$ cat src/rtl/uf_pkg.sv
// Shared types for the union-find command issuer: op encodings, FSM states, command record.
package uf_pkg;

    // Element width carried in the command record; the issuer's ELEM_W must match it.
    localparam int unsigned UF_ELEM_W = 4;

    localparam logic [1:0] UF_OP_NOP   = 2'd0;
    localparam logic [1:0] UF_OP_UNION = 2'd1;
    localparam logic [1:0] UF_OP_FIND  = 2'd2;
    localparam logic [1:0] UF_OP_RSVD  = 2'd3;

    typedef enum logic [1:0] {
        ST_IDLE,
        ST_ISSUE,
        ST_WAIT,
        ST_RESP
    } uf_state_e;

    typedef struct packed {
        logic [1:0]           op;
        logic [UF_ELEM_W-1:0] x;
        logic [UF_ELEM_W-1:0] y;
    } uf_cmd_t;

endpackage

$ cat src/rtl/uf_cmd_fifo.sv
// Synchronous command FIFO; power-of-two depth, extra pointer bit separates full from empty.
module uf_cmd_fifo
    import uf_pkg::*;
#(
    parameter int unsigned DEPTH = 4
) (
    input  logic    clk,
    input  logic    rst,
    input  logic    push,
    input  uf_cmd_t push_data,
    input  logic    pop,
    output uf_cmd_t pop_data,
    output logic    full,
    output logic    empty
);

    localparam int unsigned AW = $clog2(DEPTH);

    if (DEPTH < 2 || (DEPTH & (DEPTH - 1)) != 0) begin : g_bad_depth
        $error("uf_cmd_fifo: DEPTH must be a power of two >= 2");
    end

    uf_cmd_t     mem_q [DEPTH];
    uf_cmd_t     mem_d [DEPTH];
    logic [AW:0] wr_ptr_q, wr_ptr_d;
    logic [AW:0] rd_ptr_q, rd_ptr_d;
    logic        do_push;
    logic        do_pop;

    assign empty    = (wr_ptr_q == rd_ptr_q);
    assign full     = (wr_ptr_q[AW] != rd_ptr_q[AW]) &&
                      (wr_ptr_q[AW-1:0] == rd_ptr_q[AW-1:0]);
    assign do_push  = push && !full;
    assign do_pop   = pop && !empty;
    assign pop_data = mem_q[rd_ptr_q[AW-1:0]];

    always_comb begin
        mem_d    = mem_q;
        wr_ptr_d = wr_ptr_q;
        rd_ptr_d = rd_ptr_q;
        if (do_push) begin
            mem_d[wr_ptr_q[AW-1:0]] = push_data;
            wr_ptr_d                = wr_ptr_q + (AW+1)'(1);
        end
        if (do_pop) begin
            rd_ptr_d = rd_ptr_q + (AW+1)'(1);
        end
    end

    always_ff @(posedge clk or posedge rst) begin
        if (rst) begin
            wr_ptr_q <= '0;
            rd_ptr_q <= '0;
        end else begin
            wr_ptr_q <= wr_ptr_d;
            rd_ptr_q <= rd_ptr_d;
        end
    end

    // Storage needs no reset: contents are only read behind a valid pointer.
    always_ff @(posedge clk) begin
        mem_q <= mem_d;
    end

endmodule

$ cat src/rtl/uf_op_issuer.sv
// Union-find command issuer: queues commands, issues one core op at a time, returns find roots.
// Optional input range checking and error counting with `define UF_RANGE_CHECK_EN.
module uf_op_issuer
    import uf_pkg::*;
#(
    parameter int unsigned SIZE       = 10,
    parameter int unsigned ELEM_W     = 4,
    parameter int unsigned FIFO_DEPTH = 4
) (
    input  logic              clk,
    input  logic              rst,
    input  logic              cmd_valid,
    output logic              cmd_ready,
    input  logic [1:0]        cmd_op,
    input  logic [ELEM_W-1:0] cmd_x,
    input  logic [ELEM_W-1:0] cmd_y,
    output logic              rsp_valid,
    input  logic              rsp_ready,
    output logic [ELEM_W-1:0] rsp_root,
    output logic [1:0]        uf_op,
    output logic [ELEM_W-1:0] uf_x,
    output logic [ELEM_W-1:0] uf_y,
    input  logic [ELEM_W-1:0] uf_root,
    output logic              busy,
    output logic [7:0]        err_cnt
);

    if (ELEM_W != UF_ELEM_W) begin : g_bad_elem_w
        $error("uf_op_issuer: ELEM_W must equal uf_pkg::UF_ELEM_W");
    end
    if (SIZE == 0 || SIZE > (32'd1 << ELEM_W)) begin : g_bad_size
        $error("uf_op_issuer: SIZE must be in 1..2**ELEM_W");
    end

    uf_state_e         state_q, state_d;
    logic [1:0]        uf_op_q, uf_op_d;
    logic [ELEM_W-1:0] uf_x_q, uf_x_d;
    logic [ELEM_W-1:0] uf_y_q, uf_y_d;
    logic [ELEM_W-1:0] rsp_root_q, rsp_root_d;
    logic              rsp_valid_q, rsp_valid_d;

    uf_cmd_t in_cmd;
    uf_cmd_t head;
    logic    fifo_full;
    logic    fifo_empty;
    logic    push;
    logic    pop;
    logic    op_legal;
    logic    in_range;

    assign op_legal = (cmd_op == UF_OP_UNION) || (cmd_op == UF_OP_FIND);

`ifdef UF_RANGE_CHECK_EN
    logic [7:0] err_cnt_q, err_cnt_d;
    logic       reject;

    assign in_range = (32'(cmd_x) < SIZE) &&
                      ((cmd_op != UF_OP_UNION) || (32'(cmd_y) < SIZE));
    assign reject   = cmd_valid && cmd_ready && op_legal && !in_range;

    always_comb begin
        err_cnt_d = err_cnt_q;
        if (reject && err_cnt_q != 8'hff) begin
            err_cnt_d = err_cnt_q + 8'd1;
        end
    end

    always_ff @(posedge clk or posedge rst) begin
        if (rst) begin
            err_cnt_q <= '0;
        end else begin
            err_cnt_q <= err_cnt_d;
        end
    end

    assign err_cnt = err_cnt_q;
`else
    assign in_range = 1'b1;
    assign err_cnt  = '0;
`endif

    // NOP/reserved and rejected commands are handshaken but never enter the FIFO.
    assign cmd_ready = !fifo_full;
    assign push      = cmd_valid && cmd_ready && op_legal && in_range;
    assign in_cmd    = '{op: cmd_op, x: cmd_x, y: cmd_y};

    uf_cmd_fifo #(
        .DEPTH (FIFO_DEPTH)
    ) u_fifo (
        .clk       (clk),
        .rst       (rst),
        .push      (push),
        .push_data (in_cmd),
        .pop       (pop),
        .pop_data  (head),
        .full      (fifo_full),
        .empty     (fifo_empty)
    );

    always_comb begin
        state_d     = state_q;
        uf_op_d     = UF_OP_NOP;
        uf_x_d      = uf_x_q;
        uf_y_d      = uf_y_q;
        rsp_root_d  = rsp_root_q;
        rsp_valid_d = rsp_valid_q;
        pop         = 1'b0;
        case (state_q)
            ST_IDLE: begin
                if (!fifo_empty) begin
                    pop     = 1'b1;
                    uf_op_d = head.op;
                    uf_x_d  = head.x;
                    uf_y_d  = head.y;
                    state_d = ST_ISSUE;
                end
            end
            ST_ISSUE: begin
                state_d = (uf_op_q == UF_OP_FIND) ? ST_WAIT : ST_IDLE;
            end
            ST_WAIT: begin
                rsp_root_d  = uf_root;
                rsp_valid_d = 1'b1;
                state_d     = ST_RESP;
            end
            ST_RESP: begin
                if (rsp_ready) begin
                    rsp_valid_d = 1'b0;
                    state_d     = ST_IDLE;
                end
            end
            default: begin
                state_d = ST_IDLE;
            end
        endcase
    end

    always_ff @(posedge clk or posedge rst) begin
        if (rst) begin
            state_q     <= ST_IDLE;
            uf_op_q     <= UF_OP_NOP;
            uf_x_q      <= '0;
            uf_y_q      <= '0;
            rsp_root_q  <= '0;
            rsp_valid_q <= 1'b0;
        end else begin
            state_q     <= state_d;
            uf_op_q     <= uf_op_d;
            uf_x_q      <= uf_x_d;
            uf_y_q      <= uf_y_d;
            rsp_root_q  <= rsp_root_d;
            rsp_valid_q <= rsp_valid_d;
        end
    end

    assign uf_op     = uf_op_q;
    assign uf_x      = uf_x_q;
    assign uf_y      = uf_y_q;
    assign rsp_root  = rsp_root_q;
    assign rsp_valid = rsp_valid_q;
    assign busy      = !fifo_empty || (state_q != ST_IDLE);

endmodule

$ cat config.mk
export PLATFORM = sky130hd
export DESIGN_NAME = uf_op_issuer
export DESIGN_NICKNAME = d
export VERILOG_FILES = /design/src/rtl/uf_pkg.sv /design/src/rtl/uf_cmd_fifo.sv /design/src/rtl/uf_op_issuer.sv
export SDC_FILE = /design/constraint.sdc
export NUM_CORES = 1
export LEC_CHECK = 0
export CAP_MARGIN = 20
export CORE_MARGIN = 2
export CORE_UTILIZATION = 47
export DETAILED_ROUTE_END_ITERATION = 10
export HOLD_SLACK_MARGIN = 0.08
export PLACE_DENSITY = 0.75
export SYNTH_ARGS = -nofsm -noshare
export SYNTH_HDL_FRONTEND = slang
export SYNTH_SLANG_ARGS = --single-unit
export TNS_END_PERCENT = 30
$ cat constraint.sdc
create_clock -name clk -period 1.6 [get_ports clk]
set_input_delay 0.16 -clock clk [delete_from_list [all_inputs] [get_ports clk]]
set_output_delay 0.16 -clock clk [all_outputs]
set_load 0.005 [all_outputs]
### Metal 1, run 1

Supply wires on this layer in grey.
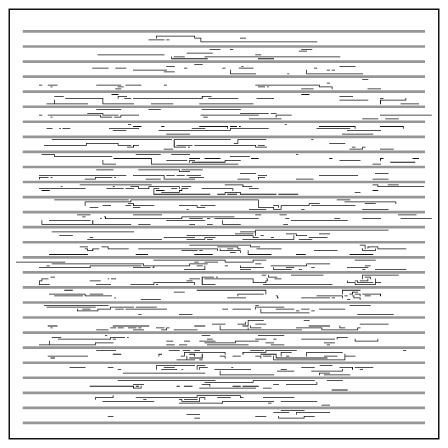
198 nets have wire on it. The layer carries 2,060 µm of wire. The layer holds 39% of the routed length.
final WL: 5240 µm
met1 Usage GRT: 21.8%
total number of vias: 1,426

### M2 wires, run 1

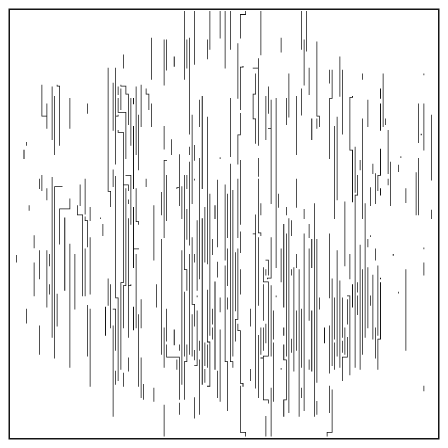
The longest straight run is 38.4 µm. 215 nets have wire on it. The layer holds 54% of the routed length. The layer carries 2,820 µm of wire.
grt met2 use: 30.8%

==> impl_metrics.tcl, run 1 <==
# implementation run metrics
set metrics [dict create \
    seq_area_mm2 0.00178 \
    largest_register_ffs 40 \
    ys_seq_share_pct 70.3 \
    outcome "finished, violations left" \
    p_clk_share_pct 20.5 \
    synthTopCellsByArea "edfxtp_1 (48%), dfrtp_1 (23%), mux4_2 (8.9%), mux2_2 (3.1%), buf_4 (2.7%)" \
    setup_slack_ns -0.218 \
    setup_viol 57 \
    finalHoldViolations 0 \
    io_buffer_count 34 \
    hold_path_class "primary input to async pin" \
    design_area_mm2 0.00350 \
    ys_area_mm2 0.00253 \
    finalNonFillerCells 285 \
    crit_top_cell "buf_6" \
    clock_sinks 63 \
    violations "setup timing" \
    nFillCells 362 \
    critPathSlowestCell "dfrtp_1" \
    fin_skew_ns 0.00726 \
    syn_inst 139 \
    syn_to_final_growth_pct 38.5 \
    crit_family "buffers and inverters" \
    most_common_cell "edfxtp_1" \
    place_inst 251 \
    clockBufferCount 10 \
    setup.worst_path.end "uf_x[0]" \
    cts-root-buf "clkbuf_8" \
    met1Wirelength_um 2060 \
    die_w_um 77.3 \
    highest_layer "met4" \
    wl_met3_um 267 \
    clockBufferDepth 2 \
    syn_area_mm2 0.00253 \
    antenna_found_initial 0 \
    logic_gates 72 \
    pg_seq_mw 2.42 \
    ys_types 23 \
    nNetsFinal 233 \
    first_global_vias 1548 \
    p_clk_mw 1.47 \
    drt_iter0_markers 85 \
    fmax_ghz 0.550 \
    clk-insertion-delay-late_ns 0.34 \
    drc_errors 0 \
    ys_sh_mux_pct 14.7 \
]
### Signal wires on met3, run 1

Scale bar: 20 µm. Cells faint in the background.
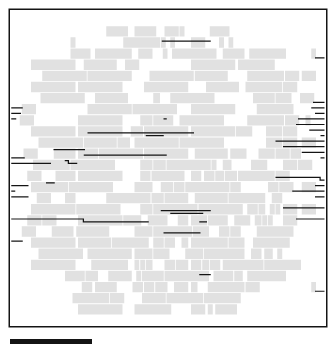
The wires run mostly horizontal. The layer carries 267 µm of wire. The longest straight run is 25.8 µm.
met3 usage in global routing: 6.94%

run 1: what timing repair did:
| item | CTS | global route |
|---|---|---|
| pin swaps | 10 | 5 |
| gates cloned | 5 | 0 |
| buffers inserted | 10 | 4 |
| resized | 24 | 16 |
| setup endpoints to repair | 51 | 58 |
run 1: cells in the final DEF (no fill, tap or decap), types with 2 or more instances in the layout:
master,n
edfxtp_1,40
clkdlybuf4s50_1,32
dfrtp_1,23
buf_4,18
mux4_2,10
mux2_4,9
clkbuf_8,9
and2_4,8
conb_1,8
buf_6,8
nand2_1,6
ha_1,5
inv_1,4
mux2_2,4
xnor2_2,3
xnor2_1,2
a311oi_4,2
xor2_1,2
o21ai_0,2
and2_1,2
bufinv_16,2
clkinvlp_4,2
clkinv_2,2
### The clock network, run 1

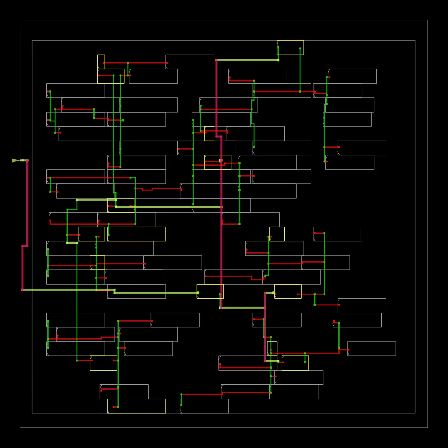

--- run 2 (diff from run 1) ---
PLACE_DENSITY = default   (was 0.75)
PLACE_DENSITY_LB_ADDON = 0.1   (was default)
SLEW_MARGIN = 25   (was default)
### The clock network, run 2

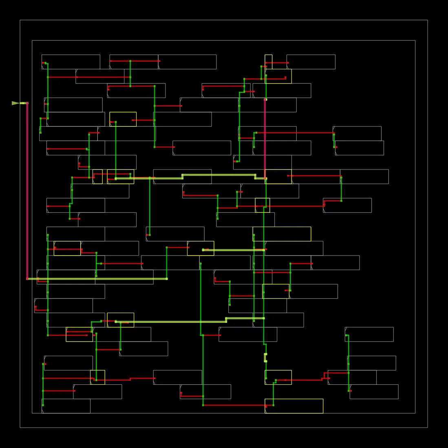
Clock Latency Late Sink: 0.33 ns
Sink Count: 63
clk_buf instances: 10

==> run 2 against run 1 <==
  * The run still ends with setup timing left
  * Maximum frequency is 3.2% higher
  * Cell count decreased by 3.2%
  * Core utilization is 1.2 points lower
  * Setup slack improved by 0.056 ns
  * Combinational power fell by 9.8%
  * Power decreased by 3.6%
  * Critical endpoint is now u_fifo.rd_ptr_q[1]
==> impl_metrics.tcl, run 2 <==
# implementation run metrics
set metrics [dict create \
    ys_sh_mux_pct 14.7 \
    syn_inst 139 \
    outcome "finished, violations left" \
    die_w_um 77.3 \
    p_clk_mw 1.50 \
    cts-root-buf "clkbuf_8" \
    setup.worst_path.end "u_fifo.rd_ptr_q[1]" \
    syn_area_mm2 0.00253 \
    hold_path_class "primary input to async pin" \
    grt_use_met1_pct 20.3 \
    cts_setup_buffers 4 \
    use_met2_pct 27.2 \
    violations "setup timing" \
    crit_family "buffers and inverters" \
    logic_gates 70 \
    use_met3_pct 5.53 \
    nNetsFinal 224 \
    layout_top_cells "edfxtp_1 (40), clkdlybuf4s50_1 (32), dfrtp_1 (20)" \
    setup_slack_ns -0.162 \
    ys_types 23 \
    vias 1369 \
    synthTopCellsByArea "edfxtp_1 (48%), dfrtp_1 (23%), mux4_2 (8.9%), mux2_2 (3.1%), buf_4 (2.7%)" \
    wl_met3_um 239 \
    pg_seq_mw 2.45 \
    finalHoldViolations 0 \
    met1Wirelength_um 1990 \
    nFillCells 367 \
    highest_layer "met4" \
    fmax_ghz 0.568 \
    drt_iter0_markers 55 \
    fin_skew_ns 0.00584 \
    seq_area_mm2 0.00178 \
    ys_area_mm2 0.00253 \
    clockBufferDepth 2 \
    cts_resized 19 \
    antenna_found_initial 0 \
    setup_viol 54 \
]
## run 2: cell count changes in the layout (fill, tap and decap cells not counted), moves of 2 or more
cell     previous run  this run
buf_6               8         5
dfrtp_1            23        20
and2_4              8         6
dfrtp_2             0         3
buf_4              18        14
## run 2: worst reg2reg max path, stage by stage (launching register included)
cell and delay [ns]:
dfrtp_2 0.45, buf_6 0.14, xnor2_2 0.12, buf_4 0.14
a311oi_4 0.28, buf_6 0.20, mux2_4 0.32
## run 2: cells by family after synthesis
group | Yosys count
flops | 63
mux | 23
other cells | 1
xor+xnor | 9
simple gates | 17
compound gates | 6
fa+ha+maj | 5
buf+inv | 15
### M2 wires, run 2

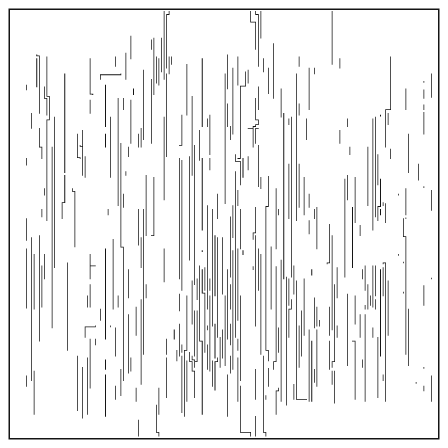

--- run 3 (diff from run 2) ---
CORE_UTILIZATION = 48   (was 47)
SYNTH_HIERARCHICAL = 1   (was default)
### M2 wires, run 3

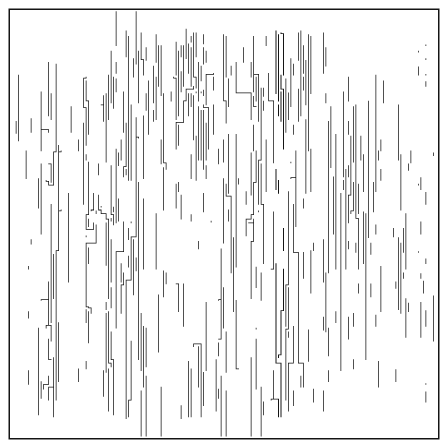
The longest straight run is 32.6 µm. The wires run mostly vertical. 230 nets have wire on it. The layer holds 51% of the routed length. The layer carries 2,610 µm of wire.
grt met2 use: 29.7%
final WL: 5110 µm
total number of vias: 1,548

==> run 3 against run 2 <==
  * Highest routed layer unchanged
  * Maximum frequency shrank 0.27%
  * Critical endpoint is now uf_y[2]
  * Sequential share of layout area shrank 4.1 points
  * The run still ends with setup timing left
  * Final area increased by 8.6%
  * Critical path type unchanged
  * Critical path depth is 1 higher
  * Global-route usage rose by 1.4 points
==> impl_metrics.tcl, run 3 <==
# implementation run metrics
set metrics [dict create \
    cts_setup_buffers 10 \
    highest_layer "met4" \
    clockBufferDepth 2 \
    syn_inst 157 \
    clockBufferCount 12 \
    layout_top_cells "edfxtp_1 (40), clkdlybuf4s50_1 (32), buf_4 (23)" \
    outcome "finished, violations left" \
    ys_types 36 \
    grt_use_met1_pct 22.9 \
    die_w_um 78.8 \
    hold_path_class "primary input to flip-flop" \
    drt_iter0_markers 45 \
    violations "setup timing" \
    setup_viol 55 \
    antenna_found_initial 0 \
    pg_seq_mw 2.49 \
    ys_area_mm2 0.00269 \
    nFillCells 390 \
    ys_sh_mux_pct 14.4 \
    crit_family "flip-flops" \
    clk-insertion-delay-late_ns 0.33 \
    use_met3_pct 4.09 \
    wl_met3_um 252 \
    setup_slack_ns -0.166 \
]
## run 3: netlist changes by cell type after synthesis, sizes merged, moves of 3 or more
cell / delta
a21oi: +4
nand2: -3
and3: +3
and2: -3
o31ai: +4
inv: +3
## run 3: worst max path at each step
stage / cells past startpoint / end / slack, ns / start
after floorplan: 7 / u_fifo/mem_q[0] / -0.15 / u_fifo/wr_ptr_q[2]
after global placement: 6 / u_fifo/mem_q[3] / -0.11 / cmd_op[0]
after detailed placement: 6 / u_fifo/mem_q[5] / -0.14 / cmd_op[1]
after CTS: 9 / u_fifo/rd_ptr_q[1] / -0.15 / u_fifo/wr_ptr_q[1]
after global routing: 8 / u_fifo/rd_ptr_q[1] / -0.25 / u_fifo/wr_ptr_q[0]
final: 7 / uf_y[2] / -0.17 / u_fifo/rd_ptr_q[1]
Power figures rest on the tool's default switching activity, not on a simulated workload.
